[src/rtl/idex_hazard_ctrl.sv]
// rtl/idex_hazard_ctrl.sv - ID/EX hazard and sequencing controller
// Resolves load-use stalls, taken-branch flushes and multi-cycle EX occupancy.
module idex_hazard_ctrl #(
    parameter int MC_CYCLES = 4,
    parameter int CNT_W     = 16
) (
    input  logic             clk,
    input  logic             rst_n,
    input  logic [4:0]       id_rs,
    input  logic [4:0]       id_rt,
    input  logic             id_uses_rt,
    input  logic             ex_memread,
    input  logic [4:0]       ex_rt,
    input  logic             branch_taken,
    input  logic             mc_start,
    output logic             pc_write,
    output logic             ifid_write,
    output logic             ifid_flush,
    output logic             idex_write,
    output logic             idex_bubble,
    output logic             mc_busy,
    output logic [CNT_W-1:0] stall_cnt
);

    localparam int MCW = (MC_CYCLES > 1) ? $clog2(MC_CYCLES) : 1;
    localparam logic [MCW-1:0] MC_LOAD = MCW'(MC_CYCLES - 1);

    typedef enum logic {RUN, MC_BUSY} state_t;

    state_t             r_state;
    logic [MCW-1:0]     r_mc_cnt;
    logic               r_mc_busy;
    logic [CNT_W-1:0]   r_stall_cnt;

    logic               w_hazard;
    logic               w_mc_issue;

    assign w_hazard = ex_memread && (ex_rt != 5'd0) &&
                      ((ex_rt == id_rs) || (id_uses_rt && (ex_rt == id_rt)));

    // A branch squashes the ID instruction, so it can neither stall nor issue.
    assign w_mc_issue = (r_state == RUN) && !branch_taken && !w_hazard && mc_start;

    always_comb begin
        pc_write    = 1'b1;
        ifid_write  = 1'b1;
        ifid_flush  = 1'b0;
        idex_write  = 1'b1;
        idex_bubble = 1'b0;
        if (!rst_n) begin
            pc_write    = 1'b0;
            ifid_write  = 1'b0;
            idex_write  = 1'b0;
            idex_bubble = 1'b1;
        end else if (r_state == MC_BUSY) begin
            pc_write    = 1'b0;
            ifid_write  = 1'b0;
            idex_write  = 1'b0;
        end else if (branch_taken) begin
            ifid_flush  = 1'b1;
            idex_bubble = 1'b1;
        end else if (w_hazard) begin
            pc_write    = 1'b0;
            ifid_write  = 1'b0;
            idex_bubble = 1'b1;
        end
    end

    always_ff @(posedge clk or negedge rst_n) begin
        if (!rst_n) begin
            r_state     <= RUN;
            r_mc_cnt    <= '0;
            r_mc_busy   <= 1'b0;
            r_stall_cnt <= '0;
        end else begin
            if (!pc_write && (r_stall_cnt != {CNT_W{1'b1}})) begin
                r_stall_cnt <= r_stall_cnt + CNT_W'(1);
            end
            case (r_state)
                RUN: begin
                    if (w_mc_issue) begin
                        r_state   <= MC_BUSY;
                        r_mc_cnt  <= MC_LOAD;
                        r_mc_busy <= 1'b1;
                    end
                end
                MC_BUSY: begin
                    r_mc_cnt <= r_mc_cnt - MCW'(1);
                    if (r_mc_cnt == MCW'(1)) begin
                        r_state   <= RUN;
                        r_mc_busy <= 1'b0;
                    end
                end
                default: begin
                    r_state   <= RUN;
                    r_mc_busy <= 1'b0;
                end
            endcase
        end
    end

    assign mc_busy   = r_mc_busy;
    assign stall_cnt = r_stall_cnt;

endmodule
[config.mk]
export PLATFORM = sky130hd
export DESIGN_NAME = idex_hazard_ctrl
export DESIGN_NICKNAME = d
export VERILOG_FILES = /design/src/rtl/idex_hazard_ctrl.sv
export SDC_FILE = /design/constraint.sdc
export NUM_CORES = 1
export LEC_CHECK = 0
export CAP_MARGIN = 10
export CORE_MARGIN = 2
export CORE_UTILIZATION = 41
export CTS_BUF_LIST = sky130_fd_sc_hd__clkbuf_8
export DETAILED_ROUTE_END_ITERATION = 8
export HOLD_SLACK_MARGIN = 0.05
export PLACE_DENSITY = 0.78
export SYNTH_ARGS = -nofsm -noshare
export SYNTH_HDL_FRONTEND = slang
export SYNTH_SLANG_ARGS = --single-unit
[constraint.sdc]
create_clock -name clk -period 2.1 [get_ports clk]
set_clock_uncertainty 0.15 [all_clocks]
set_input_delay 0.21 -clock clk [delete_from_list [all_inputs] [get_ports clk]]
set_output_delay 0.21 -clock clk [all_outputs]
set_load 0.02 [all_outputs]
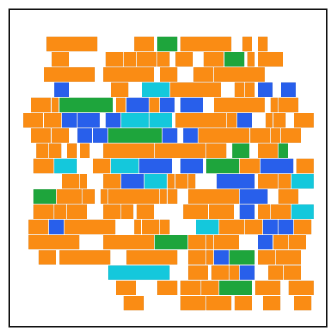
sizing.png
- x2: green (cells 11; share 6.5%)
- x1 and smaller: orange (cells 120; share 71%)
- x6 and larger: cyan (cells 10; share 6.0%)
- x3 and x4: blue (cells 27; share 16%)
fin worst setup slack: 14.5 ps
final instance area: 1870 sq um
Signal buffers: 64

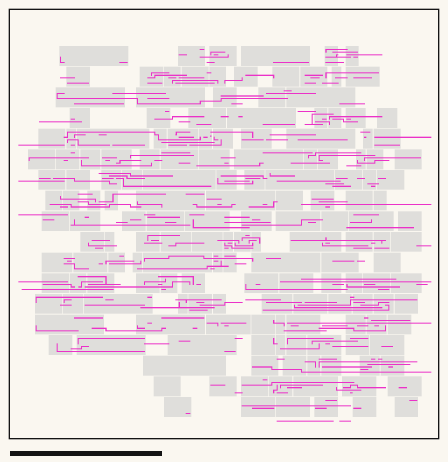
m1.png
The bar under the picture is 20 um long. Cells faint in the background.
- nets with wire on the layer: 166
- longest straight run: 19.8 um
Total Wirelength: 2830 um
DR vias: 985
met1 usage: 23.6%

==> impl_metrics.json <==
{
  "drt-initial-drc-count": 25,
  "common_cells": "22 x xnor2_1, 20 x dfrtp_1, 8 x nand2_1",
  "die_w_um": 56.4,
  "cts_buffers": 3,
  "utilization_pct": 73.5,
  "cts_hold_buf": 0,
  "slowest_delay_ps": 410,
  "p_total_mw": 1.89,
  "yosys.area_share.aoi_pct": 8.01,
  "synth.net_count": 127,
  "mux_area_share_pct": 1.89,
  "maxCapViolCount": 0,
  "final_hold_viol_count": 0,
  "xor_share_pct": 18.7,
  "layout.cells.non_filler": 198,
  "critical_path_depth": 8,
  "ys_area_sq_um": 1120,
  "finalClockPeriodUsage_pct": 99.3,
  "area.share.combinational_pct": 34.0,
  "cts_tree": "done",
  "fin_tns_setup_ps": 0,
  "ir_worst_vdd_v": 0.000869,
  "path_buffers": 1,
  "avgSynthCellArea_sq_um": 10.8,
  "warnings": 27,
  "cpMaxStageDelayCell": "dfrtp_2",
  "ys.flop_type": "dfrtp_1",
  "postPlaceCellArea_sq_um": 1670,
  "adder_share_pct": 2.22,
  "taps": 30,
  "yosys.cell_count.top_type": "xnor2_1",
  "nets": 192,
  "fp.dieH_um": 56.4,
  "ys_seq_share_pct": 44.5,
  "top_cell_area_share_pct": 44.5,
  "crit_chain": "and4_4, and3_4, and3_4, and3_4, a21oi_4, buf_6, nand3_2, xnor2_2",
  "async_flop_share_pct": 100,
  "nNonClkInverters": 2,
  "period_needed_ps": 2090,
  "relSlewSlack_pct": 79.1,
  "p_leak_nw": 0.873,
  "drt-wirelength-per-cell_um": 14.3,
  "final-nonclk-buf-share_pct": 32.8,
  "yosys.area_share.simple_pct": 21.0,
  "outcome": "completed",
  "finalMaxSlewViolations": 0,
  "holdWs_ps": 209,
  "io_buffers": 42,
  "drive_gt1_share_pct": 28.6,
  "synthCells": 104,
  "setup_viol": 0,
  "vias_per_cell": 4.97,
  "seq_cells": 20,
  "postRouteAntennaNets": 0,
  "crit_path_end": "stall_cnt[11]$_DFFE_PN0P_",
  "comb_area_sq_um": 637,
  "max_freq_ghz": 0.480,
  "num_rows": 18,
  "cpMostUsedCell": "and3_4",
  "cp-end-kind": "register",
  "tightest_slew_ps": 313,
  "synth_flop_count": 20,
  "edf_count": 0,
  "ys_cells": 104,
  "dpl_worst_slack_ps": -586,
  "synth_top_cell_by_area": "dfrtp_1",
  "drt_pass1_iterations": 4,
  "clock.latency.late_pin_ps": 260,
  "htreeDepth": 1,
  "grt_pass1_vias": 1012,
  "dp_hpwl_um": 2020,
  "diodes": 0,
  "p_per_area_nw_per_um2": 1010,
  "logic_family": "simple AND/OR/NAND/NOR gates",
  "clkSinkCount": 20,
  "r2r_start": "stall_cnt[3]$_DFFE_PN0P_",
  "reg2reg_to": "stall_cnt[11]$_DFFE_PN0P_",
  "groute.usage.overall_pct": 17.9,
  "seq_share_pct": 26.9,
  "grt_max_degree": 21,
  "antenna_found_initial": 0,
  "syn_area_sq_um": 1120,
  "rrSetupSlack_ps": 10,
  "place_inst": 188,
  "drc": 0,
  "final_cell_mix": "25 x clkdlybuf4s50_1, 19 x xnor2_1, 18 x dfrtp_1, 18 x buf_4, 9 x dlymetal6s2s_1",
  "cp.required_ps": 2100,
  "ios": 43,
  "register_area_sq_um": 503,
  "grt_pass1_wl_um": 4570,
  "logic_gates": 78,
  "clkbuf_count": 3,
  "rsz0062_at_grt": "yes",
  "clk_pin_slew_ps": 80,
  "yosysWarnings": 0,
  "topCellsByArea": "dfrtp_1 44%, xnor2_1 17%, nand3_1 3.1%",
  "die-area_sq_um": 3180,
  "worstPathMaxFanout": 6,
  "crit_type": "reg2reg",
  "area_dominant_class": "combinational gates",
  "final_common_cell": "clkdlybuf4s50_1",
  "floorplan.core_util_pct": 44.2,
  "area_delta_synth_final_pct": 66.3,
  "worstSetupStartpointType": "register",
  "clk_share_pct": 3.81,
  "clockRootBuffer": "clkbuf_8",
  "path_delay_family": "simple AND/OR/NAND/NOR gates",
  "fillers": 168,
  "r2r_cells": 8,
  "globalplace.congestion": 0.836,
  "synth_cell_types": 32,
  "clockBufferDepth": 2,
  "min_path_type": "in2async",
  "arrival_ps": 2080,
  "core_area_sq_um": 2540,
  "grt_overflow": 0,
  "critPathLaunch": "stall_cnt[3]$_DFFE_PN0P_"
}
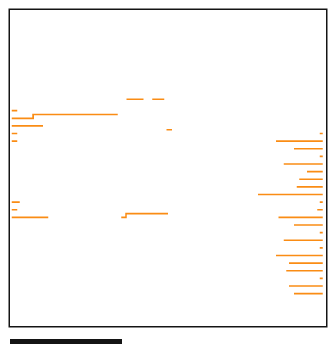
m3.png
The bar under the picture is 20 um long.
- share of all routed wire: 5.0%
- longest straight run: 14.9 um
- main direction: horizontal
- nets with wire on the layer: 33
- wire length on this layer: 142 um
GRT met3 Usage: 3.46%

[power breakdown]
part / internal, mW / switching (mW) / total, mW / leakage [nW]
Sequential: 0.500 / 0.0835 / 0.584 / 0.251
Combinational: 0.492 / 0.438 / 0.930 / 0.586
Clock: 0.254 / 0.126 / 0.380 / 0.0357
Total: 1.25 / 0.648 / 1.89 / 0.873
[registers in the layout, summed over array words and instances (netlist names)]
signal / count
r_mc_cnt: 2
mc_busy: 1
r_state: 1
stall_cnt: 16
[layer usage]
metal	vias up	part of all wire [%]	global-route usage (%)
met5	-	0	0
met4	0	0.49	3.06
met3	2	5.0	3.46
met2	37	50	30.9
met1	457	44	23.6
li1	489	-	-
[timing repair]
item / in CTS / in global routing
setup buffers: 2 / 4
endpoints found under the setup margin: 18 / 17
pin swaps: 7 / 28
gates resized: 28 / 17
Power and IR drop assume default switching activity.
